$ cat config.mk
export PLATFORM = sky130hd
export DESIGN_NAME = branch_predictor_btb
export DESIGN_NICKNAME = d
export VERILOG_FILES = /design/src/rtl/branch_predictor_btb.sv
export SDC_FILE = /design/constraint.sdc
export NUM_CORES = 2
export LEC_CHECK = 0
export CAP_MARGIN = 15
export CORE_MARGIN = 4
export CORE_UTILIZATION = 60
export CTS_CLUSTER_DIAMETER = 120
export DETAILED_ROUTE_END_ITERATION = 7
export GPL_TIMING_DRIVEN = 0
export PLACE_DENSITY = 0.86
export SLEW_MARGIN = 20
export SYNTH_ARGS = -nofsm -noshare
export SYNTH_HDL_FRONTEND = slang
export SYNTH_SLANG_ARGS = --single-unit
$ cat constraint.sdc
create_clock -name Clk -period 49.4 [get_ports Clk]
set_input_delay 9.88 -clock Clk [delete_from_list [all_inputs] [get_ports Clk]]
set_output_delay 9.88 -clock Clk [all_outputs]
set_load 0.005 [all_outputs]
$ cat src/rtl/branch_predictor_btb.sv
// Direct-mapped branch target buffer with per-entry saturating direction counters.
// The fetch stage reads it combinationally; the decode stage writes back resolved branches.
module branch_predictor_btb #(
   parameter int ADDR_WIDTH = 32,
   parameter int ENTRIES    = 16,
   parameter int CTR_BITS   = 2,
   parameter int STAT_WIDTH = 16
) (
   input  logic                  Clk,
   input  logic                  Reset,
   input  logic [ADDR_WIDTH-1:0] LookupPC,
   output logic                  PredHit,
   output logic                  PredTaken,
   output logic [ADDR_WIDTH-1:0] PredNextPC,
   input  logic                  UpdValid,
   input  logic [ADDR_WIDTH-1:0] UpdPC,
   input  logic                  UpdTaken,
   input  logic [ADDR_WIDTH-1:0] UpdTarget,
   input  logic                  UpdPredTaken,
   input  logic [ADDR_WIDTH-1:0] UpdPredTarget,
   output logic                  Mispredict,
   output logic [STAT_WIDTH-1:0] BranchCount,
   output logic [STAT_WIDTH-1:0] MispredictCount
);

   localparam int IDX   = $clog2(ENTRIES);
   localparam int TAG_W = ADDR_WIDTH - IDX - 2;

   localparam logic [CTR_BITS-1:0]   CTR_MAX  = {CTR_BITS{1'b1}};
   localparam logic [CTR_BITS-1:0]   CTR_WNT  = CTR_MAX >> 1;
   localparam logic [CTR_BITS-1:0]   CTR_WT   = CTR_MAX ^ (CTR_MAX >> 1);
   localparam logic [STAT_WIDTH-1:0] STAT_MAX = {STAT_WIDTH{1'b1}};

   function automatic logic [CTR_BITS-1:0] ctr_inc(input logic [CTR_BITS-1:0] c);
      return (c == CTR_MAX) ? c : c + CTR_BITS'(1);
   endfunction

   function automatic logic [CTR_BITS-1:0] ctr_dec(input logic [CTR_BITS-1:0] c);
      return (c == {CTR_BITS{1'b0}}) ? c : c - CTR_BITS'(1);
   endfunction

   function automatic logic [STAT_WIDTH-1:0] stat_inc(input logic [STAT_WIDTH-1:0] s);
      return (s == STAT_MAX) ? s : s + STAT_WIDTH'(1);
   endfunction

   logic [ENTRIES-1:0]    valid_q;
   logic [TAG_W-1:0]      tag_q [ENTRIES];
   logic [ADDR_WIDTH-1:0] tgt_q [ENTRIES];
   logic [CTR_BITS-1:0]   ctr_q [ENTRIES];

   logic                  mis_q;
   logic [STAT_WIDTH-1:0] branch_cnt_q;
   logic [STAT_WIDTH-1:0] mis_cnt_q;

   logic [IDX-1:0]        lk_idx_s;
   logic [TAG_W-1:0]      lk_tag_s;
   logic [IDX-1:0]        upd_idx_s;
   logic [TAG_W-1:0]      upd_tag_s;
   logic                  upd_hit_s;
   logic                  upd_we_s;
   logic                  mis_cond_s;
   logic [ADDR_WIDTH-1:0] ent_tgt_d;
   logic [CTR_BITS-1:0]   ent_ctr_d;
   logic                  mis_d;
   logic [STAT_WIDTH-1:0] branch_cnt_d;
   logic [STAT_WIDTH-1:0] mis_cnt_d;
   logic                  unused_s;

   assign lk_idx_s  = LookupPC[IDX+1:2];
   assign lk_tag_s  = LookupPC[ADDR_WIDTH-1:IDX+2];
   assign upd_idx_s = UpdPC[IDX+1:2];
   assign upd_tag_s = UpdPC[ADDR_WIDTH-1:IDX+2];
   assign unused_s  = &{1'b0, LookupPC[1:0], UpdPC[1:0]};

   // Fetch-side lookup: reads the array as it stood before the coming edge.
   always_comb begin
      PredHit    = valid_q[lk_idx_s] && (tag_q[lk_idx_s] == lk_tag_s);
      PredTaken  = PredHit && ctr_q[lk_idx_s][CTR_BITS-1];
      if (PredTaken) begin
         PredNextPC = tgt_q[lk_idx_s];
      end else begin
         PredNextPC = LookupPC + ADDR_WIDTH'(4);
      end
   end

   // Decode-side writeback: compute the new contents of the addressed entry.
   always_comb begin
      upd_hit_s = valid_q[upd_idx_s] && (tag_q[upd_idx_s] == upd_tag_s);
      upd_we_s  = 1'b0;
      ent_tgt_d = tgt_q[upd_idx_s];
      ent_ctr_d = ctr_q[upd_idx_s];
      if (UpdValid) begin
         if (upd_hit_s) begin
            upd_we_s = 1'b1;
            if (UpdTaken) begin
               ent_ctr_d = ctr_inc(ctr_q[upd_idx_s]);
               ent_tgt_d = UpdTarget;
            end else begin
               ent_ctr_d = ctr_dec(ctr_q[upd_idx_s]);
            end
         end else if (UpdTaken) begin
            // Allocation evicts whatever aliased branch held this slot.
            upd_we_s  = 1'b1;
            ent_ctr_d = CTR_WT;
            ent_tgt_d = UpdTarget;
         end else begin
            upd_we_s = 1'b0;
         end
      end else begin
         upd_we_s = 1'b0;
      end
   end

   // Mispredict flag and saturating statistics next-state.
   always_comb begin
      mis_cond_s   = (UpdPredTaken != UpdTaken) ||
                     (UpdTaken && (UpdPredTarget != UpdTarget));
      mis_d        = 1'b0;
      branch_cnt_d = branch_cnt_q;
      mis_cnt_d    = mis_cnt_q;
      if (UpdValid) begin
         mis_d        = mis_cond_s;
         branch_cnt_d = stat_inc(branch_cnt_q);
         if (mis_cond_s) begin
            mis_cnt_d = stat_inc(mis_cnt_q);
         end else begin
            mis_cnt_d = mis_cnt_q;
         end
      end else begin
         mis_d = 1'b0;
      end
   end

   // Prediction array storage.
   always_ff @(posedge Clk or posedge Reset) begin
      if (Reset) begin
         valid_q <= {ENTRIES{1'b0}};
         for (int i = 0; i < ENTRIES; i++) begin
            tag_q[i] <= {TAG_W{1'b0}};
            tgt_q[i] <= {ADDR_WIDTH{1'b0}};
            ctr_q[i] <= CTR_WNT;
         end
      end else if (upd_we_s) begin
         valid_q[upd_idx_s] <= 1'b1;
         tag_q[upd_idx_s]   <= upd_tag_s;
         tgt_q[upd_idx_s]   <= ent_tgt_d;
         ctr_q[upd_idx_s]   <= ent_ctr_d;
      end else begin
         valid_q <= valid_q;
      end
   end

   // Registered mispredict pulse and statistics.
   always_ff @(posedge Clk or posedge Reset) begin
      if (Reset) begin
         mis_q        <= 1'b0;
         branch_cnt_q <= {STAT_WIDTH{1'b0}};
         mis_cnt_q    <= {STAT_WIDTH{1'b0}};
      end else begin
         mis_q        <= mis_d;
         branch_cnt_q <= branch_cnt_d;
         mis_cnt_q    <= mis_cnt_d;
      end
   end

   assign Mispredict      = mis_q;
   assign BranchCount     = branch_cnt_q;
   assign MispredictCount = mis_cnt_q;

endmodule

**Signal metal coverage by tile**

(1 px per micron) 32 x 32 tiles, from dark purple (low) to yellow (high), scaled to the fullest tile. Values are wire area over tile area, all layers added.
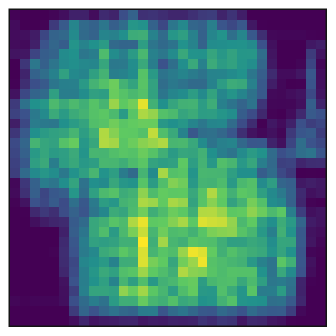
13% of the tiles are nearly empty. 42% of the tiles are over half the peak. The fullest tile reaches 0.88. The mean over all tiles is 0.36.
Vias: 39300
WL per Instance: 36.4 microns
Total Wirelength: 194000 microns
GRT Overall Usage: 39.1%

**The clock network**

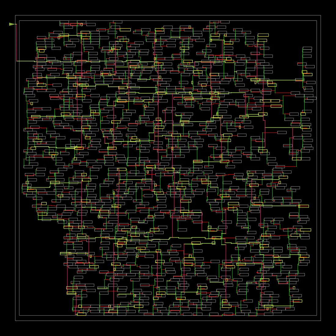
clock sinks: 1009
Seq Cell Count: 1009
total CTS buffers: 107
layout clock buffer count: 159

==> impl_metrics.ini <==
; implementation run metrics
[setup_path]
path_buffers = 8
crit_path_max_incr_delay_ps = 1030
start_kind = input pin
startpoint = LookupPC[3]
cp.required_ps = 39520
r2r_slack_ps = 44750
cp-end-kind = output port
slowest_stage = clkbuf_1
cp_top_family = buffers and inverters
crit_type = input pin to output port
rr_endpoint = tag_q[69]
path_cells = clkdlybuf4s50_1, buf_2, buf_2, buf_1, clkbuf_1, mux4_2, mux2_2, a21oi_1, or4_1, clkbuf_1, buf_2, mux2i_1, clkdlybuf4s50_1
cpMostUsedCell = buf_2
critPathArrivalTime_ps = 16910
r2r_start = tag_q[152]
crit_fanout = 10
r2r_cells = 11

[yosys]
edf_count = 0
postSynthAreaPerCell_sq_um = 15.5
ys_sh_simple_pct = 2.81
yosys-stat-area_sq_um = 56800
ys.flops = 1009
ys_cells = 3654
syn_area_sq_um = 56800
ys_async_sr_fraction_pct = 100
top_logic_kind = multiplexers
ys_types = 74
ys.flop_type = dfrtp_1
mappedNetlistNets = 3790
xor_share_pct = 2.16
postSynthCellCount = 3654
aoi_share_pct = 2.14
ys_warn_count = 0
ys_sh_mux_pct = 44.7
ys_seq_share_pct = 44.5
ys_sh_adder_pct = 0.0661

[finish]
area_growth_pct = 13.2
layout_top_cells = 993 x dfrtp_1, 508 x mux4_2, 427 x mux2_2, 371 x mux2_1, 228 x mux2_4
fin_nets = 4094
nFillCells = 6108
final_area_sq_um = 64300
layout-drive-gt1-share_pct = 39.7
stdcell_count = 5317
layout_top_cell = dfrtp_1

[placement]
placed_cells = 5102
port-buffer-count = 180
gp_congestion = 1.03
hpwl_microns = 132000
place_ws_ps = 23130
post_dp_cell_area_sq_um = 60500

[final_timing]
fmax_mhz = 37.3
period_used_pct = 54.2
rsz0062_at_grt = no
max_slew_margin_pct = 12.7
skew_ps = 43.4
finalCriticalPeriod_ps = 26790
maxSlewViolCount = 0
setup_viol = 0
final-hold-violation-count = 0
setup_ws_ps = 22610
hold_slack_ps = 489
tightest_slew_ps = 1310

[floorplan]
io_pins = 200
die_y_microns = 316
rows = 112
die_w_microns = 316
die_area_sq_um = 99600
fp_util_pct = 60.6
coreArea_sq_um = 93600

[detailed_routing]
antenna_left = 0
drc_errors = 0
drt-initial-drc-count = 5413
first_pass_iters = 6
viasPerCell = 7.40

[worst_hold_path]
holdPathEnd = ctr_q[22]
hp-class = register to register
holdPathStages = 1
hp-start = ctr_q[22]

[flow_run]
warnings = 33
drv_cap = 0

[status]
outcome = completed

[clocking]
cts_hold_buf = 0
path_clk_slew_ps = 60
cts_buffer_depth = 3
htree_num_levels = 3
worstSkewPairLatency_ps = 720
cts_tree = built
postCtsResizedCells = 0
clockRootBuffer = clkbuf_16
post-cts-setup-buffers = 0

[grt]
grt_first_pass_wirelength_microns = 279000
grt_remaining_overflow = 0
grt_antenna_before_repair = 11
grt_pass1_vias = 40300
grt_max_degree = 106

[power]
p_leak_nw = 29.1
powerDensity_nw_per_um2 = 38.0
p_total_mw = 2.44
ir_drop_v = 0.0000305
## metrics by stage
step | setup TNS (ps) | utilization, %
after global routing | 0 | 68.6
after global placement | -49210 | 64.2
final | 0 | 68.6
after floorplan | 0 | -
after CTS | 0 | 68.6
after detailed placement | 0 | 64.6
## power by group
part / leakage (nW) / internal [mW] / total (mW) / switching (mW)
registers: 13.3 / 0.956 / 1.07 / 0.113
logic: 14.0 / 0.286 / 0.523 / 0.236
clock network: 1.81 / 0.496 / 0.852 / 0.357
total: 29.1 / 1.74 / 2.44 / 0.706
## metal layers
| metal | global-route usage [%] | vias up | wire length (microns) |
|---|---|---|---|
| li1 | - | 14700 | - |
| met1 | 50.9 | 20400 | 68200 |
| met2 | 54.9 | 3357 | 81900 |
| met3 | 16.7 | 828 | 29200 |
| met4 | 23.5 | 8 | 14300 |
| met5 | 0 | - | 59 |
## registers in the layout, summed over array words and instances, names as in the netlist
name,flops
tgt_q,512
tag_q,416
ctr_q,32
BranchCount,16
MispredictCount,16
valid_q,16
Mispredict,1
## area by class of cell
class | instances | area, sq um | area share [%]
inverters | 26 | 105 | 0.164
clock inverters | 41 | 517 | 0.804
multi-input cells | 2272 | 29500 | 45.9
flip-flops and latches | 1009 | 25300 | 39.3
diodes | 14 | 35.0 | 0.0545
well taps | 1254 | 1570 | 2.44
clock buffers | 159 | 3170 | 4.93
plain buffers | 347 | 1970 | 3.06
repair buffers | 195 | 2150 | 3.35
## worst max path at each step
stage	end	depth (start not counted)
global placement	tgt_q[472]	2
detailed placement	PredNextPC[2]	13
global route	PredNextPC[2]	13
CTS	PredNextPC[2]	13
floorplan	BranchCount[0]	1
finish	PredNextPC[2]	13
## cells by family after synthesis
| logic type | Yosys count |
|---|---|
| muxes | 1688 |
| AOI/OAI and AO/OA | 166 |
| adders and majority gates | 3 |
| buffers and inverters | 373 |
| xor gates and xnor gates | 140 |
| and+or+nand+nor | 275 |
| DFF | 1009 |
## synthesized netlist by cell type (26+ instances only)
| library cell | number | area, sq um |
|---|---|---|
| a22oi_1 | 39 | 293 |
| buf_1 | 35 | 131 |
| buf_2 | 97 | 485 |
| buf_6 | 52 | 586 |
| clkbuf_1 | 138 | 518 |
| dfrtp_1 | 993 | 24800 |
| mux2_1 | 371 | 4180 |
| mux2_2 | 427 | 4810 |
| mux2_4 | 228 | 3420 |
| mux2i_1 | 154 | 1540 |
| mux4_2 | 508 | 11400 |
| nand2_1 | 58 | 218 |
| nand3_1 | 31 | 155 |
| nor2_1 | 30 | 113 |
| nor2b_1 | 26 | 163 |
| xnor2_1 | 79 | 692 |
| xor2_1 | 61 | 534 |
Power figures rest on the tool's default switching activity, not on a simulated workload.
